Fig. 1: port wiring
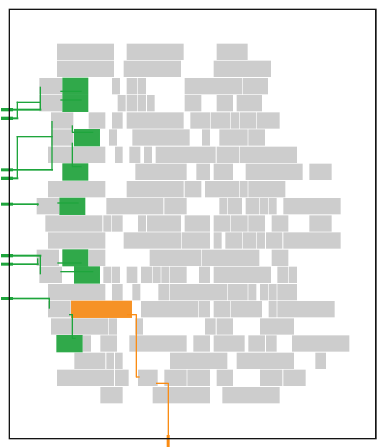
Fig. 2: I/O pins on the die edge
Pins as bars across the die edge, other pins in grey.
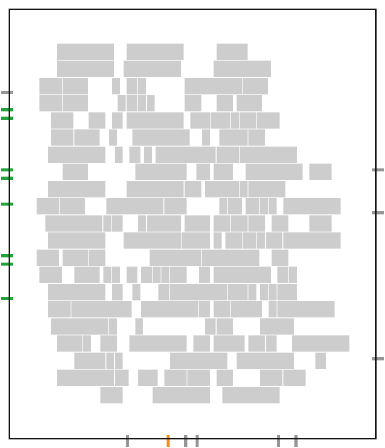
Fig. 3: routed metal, one colour a layer
Scale bar: 20 um.
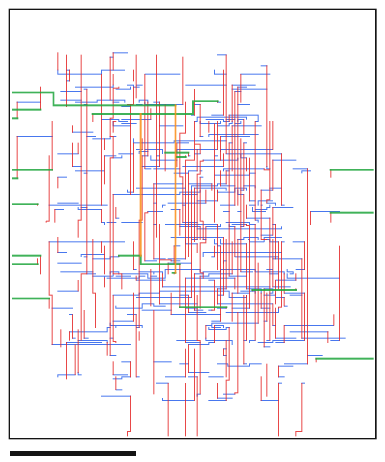
Fig. 4: clock wires, drivers and flops
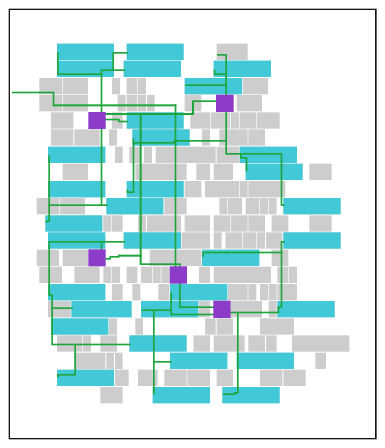
<file path="src/rtl/char_bit_serializer.sv">
// char_bit_serializer
// Takes one character from a 1-entry buffer at each character-window rising
// edge and shifts it out MSB-first, holding each bit for BIT_CYCLES clocks.
// An empty buffer sends IDLE_CHAR and raises underrun. A window that falls
// before the character is complete raises abort and discards the character.
// Optional build macro CHAR_SER_STATS_EN adds saturating tx_count and
// urun_count outputs.
module char_bit_serializer #(
  parameter int                DATA_W     = 8,
  parameter int                BIT_CYCLES = 8,
  parameter logic [DATA_W-1:0] IDLE_CHAR  = 8'h00
) (
  input  logic              clk,
  input  logic              reset,
  input  logic              win,
  input  logic [DATA_W-1:0] char_data,
  input  logic              char_valid,
  output logic              char_ready,
  output logic              tx_bit,
  output logic              tx_en,
  output logic              char_done,
  output logic              underrun,
  output logic              abort
`ifdef CHAR_SER_STATS_EN
  ,
  output logic [15:0]       tx_count,
  output logic [15:0]       urun_count
`endif
);

  localparam int CW = $clog2(BIT_CYCLES);
  localparam int IW = $clog2(DATA_W);
  localparam logic [CW-1:0] CYC_LAST = CW'(BIT_CYCLES - 1);
  localparam logic [IW-1:0] IDX_LAST = IW'(DATA_W - 1);

  typedef enum logic [1:0] {
    IDLE     = 2'd0,
    SHIFT    = 2'd1,
    DONE     = 2'd2,
    WAIT_LOW = 2'd3
  } state_t;

  state_t            state_r, state_s;
  logic              win_d_r;
  logic              full_r, full_s;
  logic [DATA_W-1:0] buf_r, buf_s;
  logic [DATA_W-1:0] shreg_r, shreg_s;
  logic [IW-1:0]     bit_idx_r, bit_idx_s;
  logic [CW-1:0]     cyc_cnt_r, cyc_cnt_s;
  logic              tx_bit_s, tx_en_s, done_s, urun_s, abort_s;
  logic              win_start_s, wr_s, consume_s;

  // Next-state, datapath and registered-output values for the serializer FSM.
  always_comb begin
    state_s     = state_r;
    shreg_s     = shreg_r;
    bit_idx_s   = bit_idx_r;
    cyc_cnt_s   = cyc_cnt_r;
    tx_bit_s    = 1'b0;
    tx_en_s     = 1'b0;
    done_s      = 1'b0;
    urun_s      = 1'b0;
    abort_s     = 1'b0;
    consume_s   = 1'b0;
    win_start_s = win & ~win_d_r;
    // A write can only land when the buffer is empty, so it never collides
    // with a consume (which only happens when the buffer is full).
    wr_s        = char_valid & ~full_r;

    case (state_r)
      IDLE: begin
        if (win_start_s) begin
          state_s   = SHIFT;
          bit_idx_s = IDX_LAST;
          cyc_cnt_s = '0;
          tx_en_s   = 1'b1;
          if (full_r) begin
            shreg_s   = buf_r;
            tx_bit_s  = buf_r[DATA_W-1];
            consume_s = 1'b1;
          end else begin
            shreg_s   = IDLE_CHAR;
            tx_bit_s  = IDLE_CHAR[DATA_W-1];
            urun_s    = 1'b1;
          end
        end else begin
          state_s = IDLE;
        end
      end
      SHIFT: begin
        if (!win) begin
          state_s = IDLE;
          abort_s = 1'b1;
        end else if ((cyc_cnt_r == CYC_LAST) && (bit_idx_r == '0)) begin
          state_s = DONE;
          done_s  = 1'b1;
        end else begin
          tx_en_s   = 1'b1;
          cyc_cnt_s = cyc_cnt_r + CW'(1);
          if (cyc_cnt_r == CYC_LAST) begin
            bit_idx_s = bit_idx_r - IW'(1);
          end else begin
            bit_idx_s = bit_idx_r;
          end
          tx_bit_s = shreg_r[bit_idx_s];
        end
      end
      DONE: begin
        if (win) begin
          state_s = WAIT_LOW;
        end else begin
          state_s = IDLE;
        end
      end
      WAIT_LOW: begin
        if (!win) begin
          state_s = IDLE;
        end else begin
          state_s = WAIT_LOW;
        end
      end
      default: begin
        state_s = IDLE;
      end
    endcase

    full_s = wr_s ? 1'b1 : (consume_s ? 1'b0 : full_r);
    buf_s  = wr_s ? char_data : buf_r;
  end

  // State, buffer, counters and all outputs are registered here.
  always_ff @(posedge clk or negedge reset) begin
    if (!reset) begin
      state_r    <= IDLE;
      win_d_r    <= 1'b0;
      full_r     <= 1'b0;
      buf_r      <= '0;
      shreg_r    <= '0;
      bit_idx_r  <= '0;
      cyc_cnt_r  <= '0;
      char_ready <= 1'b1;
      tx_bit     <= 1'b0;
      tx_en      <= 1'b0;
      char_done  <= 1'b0;
      underrun   <= 1'b0;
      abort      <= 1'b0;
    end else begin
      state_r    <= state_s;
      win_d_r    <= win;
      full_r     <= full_s;
      buf_r      <= buf_s;
      shreg_r    <= shreg_s;
      bit_idx_r  <= bit_idx_s;
      cyc_cnt_r  <= cyc_cnt_s;
      char_ready <= ~full_s;
      tx_bit     <= tx_bit_s;
      tx_en      <= tx_en_s;
      char_done  <= done_s;
      underrun   <= urun_s;
      abort      <= abort_s;
    end
  end

`ifdef CHAR_SER_STATS_EN
  // Saturating counts of completed characters and underrun windows.
  always_ff @(posedge clk or negedge reset) begin
    if (!reset) begin
      tx_count   <= 16'h0000;
      urun_count <= 16'h0000;
    end else begin
      if (done_s && (tx_count != 16'hFFFF)) begin
        tx_count <= tx_count + 16'd1;
      end
      if (urun_s && (urun_count != 16'hFFFF)) begin
        urun_count <= urun_count + 16'd1;
      end
    end
  end
`else
  // Statistics counters are not built in this configuration.
`endif

endmodule

</file>
<file path="config.mk">
export PLATFORM = sky130hd
export DESIGN_NAME = char_bit_serializer
export DESIGN_NICKNAME = d
export VERILOG_FILES = /design/src/rtl/char_bit_serializer.sv
export SDC_FILE = /design/constraint.sdc
export NUM_CORES = 1
export LEC_CHECK = 0
export CAP_MARGIN = 20
export CORE_ASPECT_RATIO = 1.2
export CORE_MARGIN = 4
export CORE_UTILIZATION = 48
export CTS_CLUSTER_SIZE = 28
export DETAILED_ROUTE_END_ITERATION = 6
export GPL_TIMING_DRIVEN = 0
export MAX_ROUTING_LAYER = met4
export PLACE_DENSITY = 0.73
export SLEW_MARGIN = 20
export SYNTH_ARGS = -nofsm -noshare
export SYNTH_HDL_FRONTEND = slang
export SYNTH_SLANG_ARGS = --single-unit
</file>
<file path="constraint.sdc">
create_clock -name clk -period 1.7 [get_ports clk]
set_input_delay 0.34 -clock clk [delete_from_list [all_inputs] [get_ports clk]]
set_output_delay 0.34 -clock clk [all_outputs]
set_load 0.02 [all_outputs]
</file>
==> changes_impl.md <==
## Implementation

- Leak Pwr: 0.8598 nW
- Syn. warnings: 0
- DP HPWL: 1739 um
- Maximum VDD drop: 0.8859 mV
- Inverters: 4
- Largest net degree at the start of global routing: 33
- Flop share of the area: 43.31%
- Total power: 0.002502 W
- Cell mode on critical path: buf_6
- Synth Instances: 122
- Max-area cell class: registers
- Cell internal pwr: 0.001726 W
- GRT Max-Usage Layer: met2
- Worst-margin pin slew: 0.6839 ns
- Final Hold Fails: 0
- Crit path kind: reg2reg
- Clock Sink Count: 32
- Detailed-route DRC error count: 0
- Metal3 WL: 132 um
- Post-cts resize count: 11
- Data buffer area share: 16.01%
- Crit-path leading delay family: multiplexers
- Clock latency on the worst-skew pair: 0.33 ns
- Worst-path fanout max: 3
- Tap Cells: 34
- P&R area growth vs syn: 29.37%
- CTS tree: done
- Nets: 172
- Area share, top type: between 50% and 60%
- Crit path arrival time: approximately 2 ns
- Clock-cell share: between 3 and 4%
- Worst path slowest cell: dfrtp_1
- Failing checks: negative setup slack
- Final worst path period share: 103.3%
- Sequential cell count: 32
- CP cell instances: buf_6 -> inv_4 -> ha_4 -> buf_6 -> mux4_2 -> mux2i_1 -> nor3_2 -> a211o_1
- Sequential-to-total area share from yosys stat: 56.03%
- Fp_density: 50.44%
- Routed wl met2: between 1000 and 1500 um
- Clock-pin slew on the worst setup and hold paths: 0.10 ns
- Initial antenna violation count: 0
- Via count: 991
- Register Area: around 800 um2
- Stages on the worst setup path: 8
- Switch Pwr: a little under 0.0008 W
- Hold/Removal Path Class: in2async
- Met1 GRT Util: 15.35%
- Startpoint types: register
- Buffers, non-clock: 34
- Crit path capture: tx_bit
- Avg Synthesized Cell Area: about 12 um2
- FF-to-FF setup slack: -0.06 ns
- Vias in the first global route: 1119
- GPL Wtd Cong: between 0.7 and 0.8
- # Cells Yosys: roughly 120
- Pins Over Slew Limit: 0
- Comb pwr share: 33.2%
- DRT iter0 DRCs: 22
- Cell Area, Synth: ~0.0014 mm2
- GRT met3 Usage: between 5 and 6%
- First-pass GRT wire length: 4629 um
- CTS hold repair buffers: 0
- Synth Flop Type: dfrtp_1
- Top cells by area: dfrtp_1, mux2_2, nand2_1
- Clock Skews: between 0.009 and 0.01 ns
- Core area: 0.002838 mm2
- Highest Clock Rate: around 570 MHz
- Final antenna-violating net count: 0
- Inserted Clock Buffers: 5
- Status: finished with violations
- Number of enable flip-flop cells: 0
- FF-to-FF path depth: 8
- Utilization after layout: 65.26%
- CTS Root Buffer Type: clkbuf_4
- Critical Path Start: bit_idx_r[0]
- Share of power burned in registers: 47.8%
- Tool Warnings: 28
- Slew margin rel.: 54.41%
- Post-synth top area cell: dfrtp_1
- Filler instances: 228
- Cell Rows: 21
- Top post-synthesis cells by count: dfrtp_1, nand2_1, mux2_2, o21ai_0, nor2_1
- Regs by FF count: buf_r x8, shreg_r x8
- Diodes inserted: 0
- CP Capture Type: register
- Combinational gate area: 628.1 um2
- MaxCap Viol Count: 0
- Post CTS Setup Buffer Count: 11
- Syn_nets: roughly 140
- Commonest Layout Cell: dfrtp_1
- Maximum root-to-sink buffer count: 2
- Multi-input gates: 79
- Chip Area, Yosys: between 0.001 and 0.0015 mm2
- Minimum clock period: roughly 1.8 ns
- Crit Reg-Reg Endpoint: tx_bit
- RSZ-0062 raised after global routing: yes
- Power density over cell area: approximately 1400 mW/mm2
- Clock Power: between 0.0004 and 0.0005 W
- I/O pins: 18
- Logic power comb: 0.000832 W
- Via-per-instance ratio: 5.216
- Async SR Flop Fraction: 100.0%
- Layout cells sized above 1: 29.49%
- Commonest cells after routing, fill and taps aside: dfrtp_1, nand2_1, clkdlybuf4s50_1
- Fin worst setup slack: -0.05553 ns
- Critical path buffers and inverters: 3
- CTS H-tree lvls: 2
- GRT met2 Usage: 29.94%
- Worst stage delay on the critical path: 0.39 ns
- GR Overflow Total: 0
- Most common cell in the netlist: dfrtp_1
- P_seq: 0.00120 W
- Top Layer Used: met4
- Logic share of the area: 33.92%
- Die area: a little under 0.004 mm2
- Required @ worst endpoint: roughly 1.9 ns
- Highest-power group: sequential cells
- Clock power frac: a little under a fifth
- Synthesized flop and latch total: 32
- Sw Share: roughly 31%
- Distinct cell type count after synthesis: 31
- Final setup violation count: 1
- WL met1: 991 um
- DRT Pass-1 Iters: 4
- CLK BUF: 7
- Reg2reg start: bit_idx_r[0]
About Fig. 1:
port	colour	bits	direction	edge	end cells	buffers	wire
char_data	green	8	input	west	8	8	97.4 um
char_ready	orange	1	output	south	1	1	21.9 um

About Fig. 2:
port	colour	pins	direction	edge
char_ready	orange	1	output	south
char_data	green	8	input	west
Port Buffers: 17
die y size: 67.82 um
die width: 57.85 um

About Fig. 3:
layer	colour	wire length
metal 3	green	132 um
metal 2	red	1420 um
metal 1	blue	991 um
metal 4	orange	49.0 um
total track usage: 16.39%
WL/cell: 13.66 um
Post-Route WL: 2596 um

About Fig. 4:
[clock wires] green | length: 404 um
[clock drivers] purple | count: 5
[flip-flops] cyan | count: 32
routed clock nets	6

through the flow:
step | setup TNS [ns] | worst slack (ns) | cells | area, um2 | hold slack [ns]
after CTS | 0 | 0.001455 | 191 | 1827 | 0.05087
after global routing | -0.1557 | -0.1557 | 190 | 1852 | 0.07626
after global placement | -12.80 | -0.3254 | 173 | 1657 | 0.4726
final | -0.05553 | -0.05553 | 190 | 1852 | 0.04249
after floorplan | 0 | 0.005753 | 122 | 1444 | 0.04441
after detailed placement | -5.622 | -0.3618 | 173 | 1652 | 0.4217
logic make-up (layout without fill, tap and decap cells):
group	count (synthesis)	after routing	synth area share (%)
DFF	32	32	56.03
muxes	14	14	13.72
and+or+nand+nor	40	40	12.94
adders and majority gates	4	4	3.497
AOI/OAI and AO/OA	20	20	9.179
xor gates and xnor gates	1	1	0.6120
buffers and inverters	11	45	4.020
No activity file was given, so power comes from the tool's default toggle rates.
